**Floorplan with the power grid**

Scale bar: 20 µm. Pins as bars on the die edge.
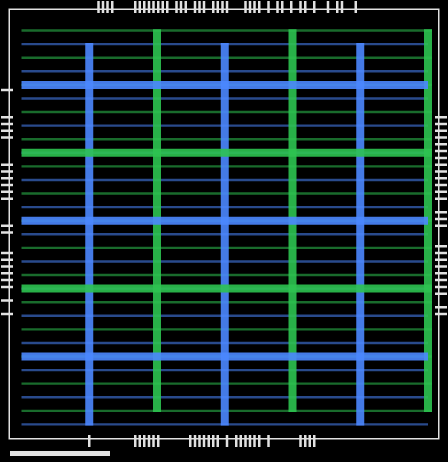
**Cell area per tile**

Scale bar: 20 µm. The die is cut into 9 by 9 equal tiles; black is low, pale yellow is high, 0 to 100% covered.
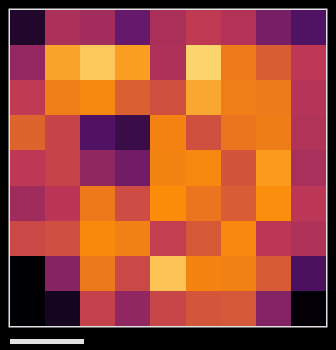
**Nets reached from selected ports**

Scale bar: 20 µm.
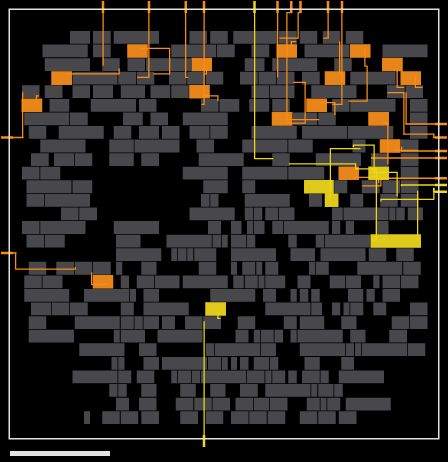
## src/rtl/wisc_pkg.sv

```systemverilog
// Shared definitions for the WISC pipeline: opcode encodings and the
// memory-stage controller state encoding.
package wisc_pkg;

  localparam logic [3:0] OP_ADD    = 4'b0000;
  localparam logic [3:0] OP_SUB    = 4'b0001;
  localparam logic [3:0] OP_XOR    = 4'b0010;
  localparam logic [3:0] OP_RED    = 4'b0011;
  localparam logic [3:0] OP_SLL    = 4'b0100;
  localparam logic [3:0] OP_SRA    = 4'b0101;
  localparam logic [3:0] OP_ROR    = 4'b0110;
  localparam logic [3:0] OP_PADDSB = 4'b0111;
  localparam logic [3:0] OP_LW     = 4'b1000;
  localparam logic [3:0] OP_SW     = 4'b1001;
  localparam logic [3:0] OP_LLB    = 4'b1010;
  localparam logic [3:0] OP_LHB    = 4'b1011;
  localparam logic [3:0] OP_B      = 4'b1100;
  localparam logic [3:0] OP_BR     = 4'b1101;
  localparam logic [3:0] OP_PCS    = 4'b1110;
  localparam logic [3:0] OP_HLT    = 4'b1111;

  typedef enum logic [1:0] {
    IDLE = 2'd0,
    BUSY = 2'd1,
    DONE = 2'd2
  } mem_state_t;

  // True for the two opcodes that touch data memory.
  function automatic logic is_mem_op(input logic [3:0] op);
    return (op == OP_LW) || (op == OP_SW);
  endfunction

endpackage

```

## src/rtl/mem_stage_ctrl.sv

```systemverilog
// Data-memory access controller. Launches one LW/SW at a time to a
// multi-cycle memory over a valid/ready handshake, stalls fetch while the
// access is outstanding, returns load data and flags timeout/misalignment.
module mem_stage_ctrl
  import wisc_pkg::*;
#(
  parameter int DATA_W  = 16,
  parameter int TIMEOUT = 64
) (
  input  logic              clk,
  input  logic              rst,
  input  logic              Instr_Valid,
  input  logic [3:0]        Opcode,
  input  logic [DATA_W-1:0] ALU_Out,
  input  logic [DATA_W-1:0] Store_Data,
  output logic              Mem_Req,
  output logic              Mem_WrEn,
  output logic [DATA_W-1:0] Mem_Addr,
  output logic [DATA_W-1:0] Mem_WData,
  input  logic              Mem_Ready,
  input  logic [DATA_W-1:0] Mem_RData,
  output logic              Stall,
  output logic              Load_Valid,
  output logic [DATA_W-1:0] Load_Data,
  output logic              Mem_Err,
  output logic              Err_Sticky
);

  localparam int CNT_W = $clog2(TIMEOUT);
  localparam logic [CNT_W-1:0] CNT_LAST = CNT_W'(TIMEOUT - 1);

  mem_state_t       state;
  mem_state_t       next_state;
  logic [CNT_W-1:0] cnt;
  logic             misalign;
  logic             start;
  logic             ready_hit;
  logic             time_out;

  // State register; async reset returns to IDLE at once.
  always_ff @(posedge clk or posedge rst) begin
    if (rst) state <= IDLE;
    else     state <= next_state;
  end

  // Next-state logic; Mem_Ready takes priority over the timeout check.
  always_comb begin
    start      = Instr_Valid && is_mem_op(Opcode);
    next_state = state;
    ready_hit  = 1'b0;
    time_out   = 1'b0;
    case (state)
      IDLE: if (start) next_state = BUSY;
      BUSY: begin
        if (Mem_Ready) begin
          next_state = DONE;
          ready_hit  = 1'b1;
        end else if (cnt == CNT_LAST) begin
          next_state = DONE;
          time_out   = 1'b1;
        end
      end
      DONE:    next_state = IDLE;
      default: next_state = IDLE;
    endcase
  end

  // Fetch is frozen from the launch cycle through the last BUSY cycle, never in DONE.
  assign Stall = !rst && (((state == IDLE) && start) || (state == BUSY));

  // Request-side registers: captured at launch, held stable while BUSY.
  always_ff @(posedge clk or posedge rst) begin
    if (rst) begin
      Mem_Req   <= 1'b0;
      Mem_WrEn  <= 1'b0;
      Mem_Addr  <= '0;
      Mem_WData <= '0;
      misalign  <= 1'b0;
      cnt       <= '0;
    end else begin
      Mem_Req <= (next_state == BUSY);
      if (state == IDLE && start) begin
        Mem_WrEn  <= Opcode[0];
        Mem_Addr  <= {ALU_Out[DATA_W-1:1], 1'b0};
        Mem_WData <= Store_Data;
        misalign  <= ALU_Out[0];
        cnt       <= '0;
      end else if (state == BUSY) begin
        cnt <= cnt + CNT_W'(1);
      end
    end
  end

  // Completion-side registers: load writeback and error pulses land in DONE.
  always_ff @(posedge clk or posedge rst) begin
    if (rst) begin
      Load_Valid <= 1'b0;
      Load_Data  <= '0;
      Mem_Err    <= 1'b0;
      Err_Sticky <= 1'b0;
    end else begin
      Load_Valid <= 1'b0;
      Mem_Err    <= 1'b0;
      if (ready_hit) begin
        if (!Mem_WrEn) begin
          Load_Data  <= Mem_RData;
          Load_Valid <= 1'b1;
        end
        Mem_Err    <= misalign;
        Err_Sticky <= Err_Sticky | misalign;
      end else if (time_out) begin
        Load_Data  <= '0;
        Mem_Err    <= 1'b1;
        Err_Sticky <= 1'b1;
      end
    end
  end

endmodule

```

## config.mk

```make
export PLATFORM = sky130hd
export DESIGN_NAME = mem_stage_ctrl
export DESIGN_NICKNAME = d
export VERILOG_FILES = /design/src/rtl/wisc_pkg.sv /design/src/rtl/mem_stage_ctrl.sv
export SDC_FILE = /design/constraint.sdc
export NUM_CORES = 1
export LEC_CHECK = 0
export CAP_MARGIN = 10
export CORE_MARGIN = 2
export CORE_UTILIZATION = 40
export DETAILED_ROUTE_END_ITERATION = 8
export PLACE_DENSITY = 0.81
export RECOVER_POWER = 25
export SYNTH_ARGS = -nofsm -noshare
export SYNTH_HDL_FRONTEND = slang
export SYNTH_SLANG_ARGS = --single-unit
export TNS_END_PERCENT = 30
```

## constraint.sdc

```tcl
create_clock -name clk -period 2.49 [get_ports clk]
set_clock_uncertainty 0.2 [all_clocks]
set_input_delay 0.3735 -clock clk [delete_from_list [all_inputs] [get_ports clk]]
set_output_delay 0.3735 -clock clk [all_outputs]
set_load 0.005 [all_outputs]
```

==> job_summary.md <==
## Synthesis and layout report

| Metric | Value |
|---|---|
| Distinct lib cells used | 35 |
| Fin cells | between 400 and 500 |
| Sw Ratio | 0.2602 |
| DP Cell Count | approximately 400 |
| Busiest grt layer | met2 |
| Clk sinks | about 61 |
| HP Class | flop to flop |
| Ys flops | between 60 and 70 |
| Clk buf depth | 2 |
| Top Family by Delay on Critical Path | buffers and inverters |
| GR Layer Usage met1 | 0.2381 |
| DIE AREA | roughly 7300 µm² |
| Slowest cell delay on critical path | about 0.43 ns |
| Dominant logic cell type in the layout | clkdlybuf4s50_1 |
| Switching power | 0.7641 mW |
| Met3 WL | 427 µm |
| Seq pwr | ~1.3 mW |
| Worst VDD drop | 0.4239 mV |
| Routed WL | ~6500 µm |
| Routability congestion estimate | between 0.7 and 0.8 |
| GR Layer Usage met2 | 0.2976 |
| Via count | approximately 2100 |
| FP Rows | 29 |
| Top FF cell, synth | dfrtp_1 |
| First-pass GRT wire length | about 11000 µm |
| CTS Hold Bufs | 0 |
| Clock Power Share | 0.273 |
| DIE WIDTH | between 80 and 90 µm |
| Most frequent cells in the layout | clkdlybuf4s50_1, dfrtp_1, mux2_2, o21ai_0 |
| CTS resizes | 2 |
| Initial antenna violation count | 0 |
| Worst-Margin Slew | slightly below 0.8 ns |
| Global-route usage over all layers | 0.1850 |
| Outcome | finished with violations |
| Int Pwr | around 2.2 mW |
| Remaining DRCs | 6 |
| Top power group | sequential cells |
| Async SR Flop Fraction | 1.000 |
| CTS buffer count | 9 |
| Fmax achieved | approximately 430 MHz |
| Failing checks | DRC |
| Required time worst endpoint | roughly 1.9 ns |
| Top comb family, area | multiplexers |
| Synth Area in Adders | 0.004684 |
| Fp util | 0.4159 |
| Peak fanout along the critical path | 2 |
| Slew HR | 0.4816 |
| Final #Nets | just under 400 |
Back to the opening pictures, 'floorplan with the power grid':
legend:
  green:
    net: VDD
  blue:
    net: VSS
met1 rails: 30
rows: 29

Back to the opening pictures, 'cell area per tile':
mean over tiles: 54%
tiles over 75% full: 11%
emptiest ninth of the die: lower left

Back to the opening pictures, 'nets reached from selected ports':
legend:
  orange:
    port: ALU_Out
    bits: 16
    direction: input
    end_cells: 16
    buffers: 16
    wire: 340 µm
  yellow:
    port: Opcode
    bits: 4
    direction: input
    end_cells: 5
    buffers: 5
    wire: 158 µm

==> cell type report <==
type | instances | area, µm²
repair buffers | 119 | 1170
inverters | 18 | 67.56
well taps | 77 | 96.34
clock buffers | 14 | 172.7
flip-flops and latches | 61 | 1526
fillers | 524 | 2381
clock inverters | 1 | 5.005
multi-input cells | 121 | 1003
==> cell usage after synthesis (2+ instances only) <==
cell type / number / share of area
a21oi_1: 4 / 0.0075
buf_2: 2 / 0.0037
buf_6: 3 / 0.013
clkbuf_1: 8 / 0.011
dfrtp_1: 61 / 0.57
inv_1: 18 / 0.025
mux2_2: 32 / 0.13
nand2_1: 6 / 0.0084
nand3_1: 2 / 0.0037
nand4b_1: 16 / 0.052
o211ai_1: 18 / 0.051
o21ai_0: 20 / 0.037
or3_1: 2 / 0.0047
==> path summary, 6_finish.rpt <==
kind                               start       endpoint  slack (ns)  depth (start not counted)
min                        Mem_WData[15]  Mem_WData[15]        0.29                          1
max in group asynchronous            rst  Mem_WData[11]        0.74                          3
min reg2reg                Mem_WData[15]  Mem_WData[15]        0.29                          1
max                            Opcode[2]          Stall        0.17                          5
max reg2reg                       cnt[0]       state[0]        0.52                          4
min in group asynchronous            rst  Load_Data[13]        0.32                          2
==> logic make-up (layout without fill, tap and decap cells) <==
kind of cell,count (synthesis),after routing
AND-OR/OR-AND,49,49
adder cells (fa/ha/maj),1,1
buffers and inverters,32,152
flip-flops,61,61
multiplexers,34,34
other,1,1
AND/OR/NAND/NOR,36,36
==> state kept, by name, summed over array words and instances, names as in the netlist <==
register and count:
Load_Data 16, cnt 6, Mem_WData 16, state 2, Err_Sticky 1, Mem_WrEn 1
misalign 1, Load_Valid 1, Mem_Err 1, Mem_Addr 15, Mem_Req 1
Power is estimated from default activity; no workload was simulated.
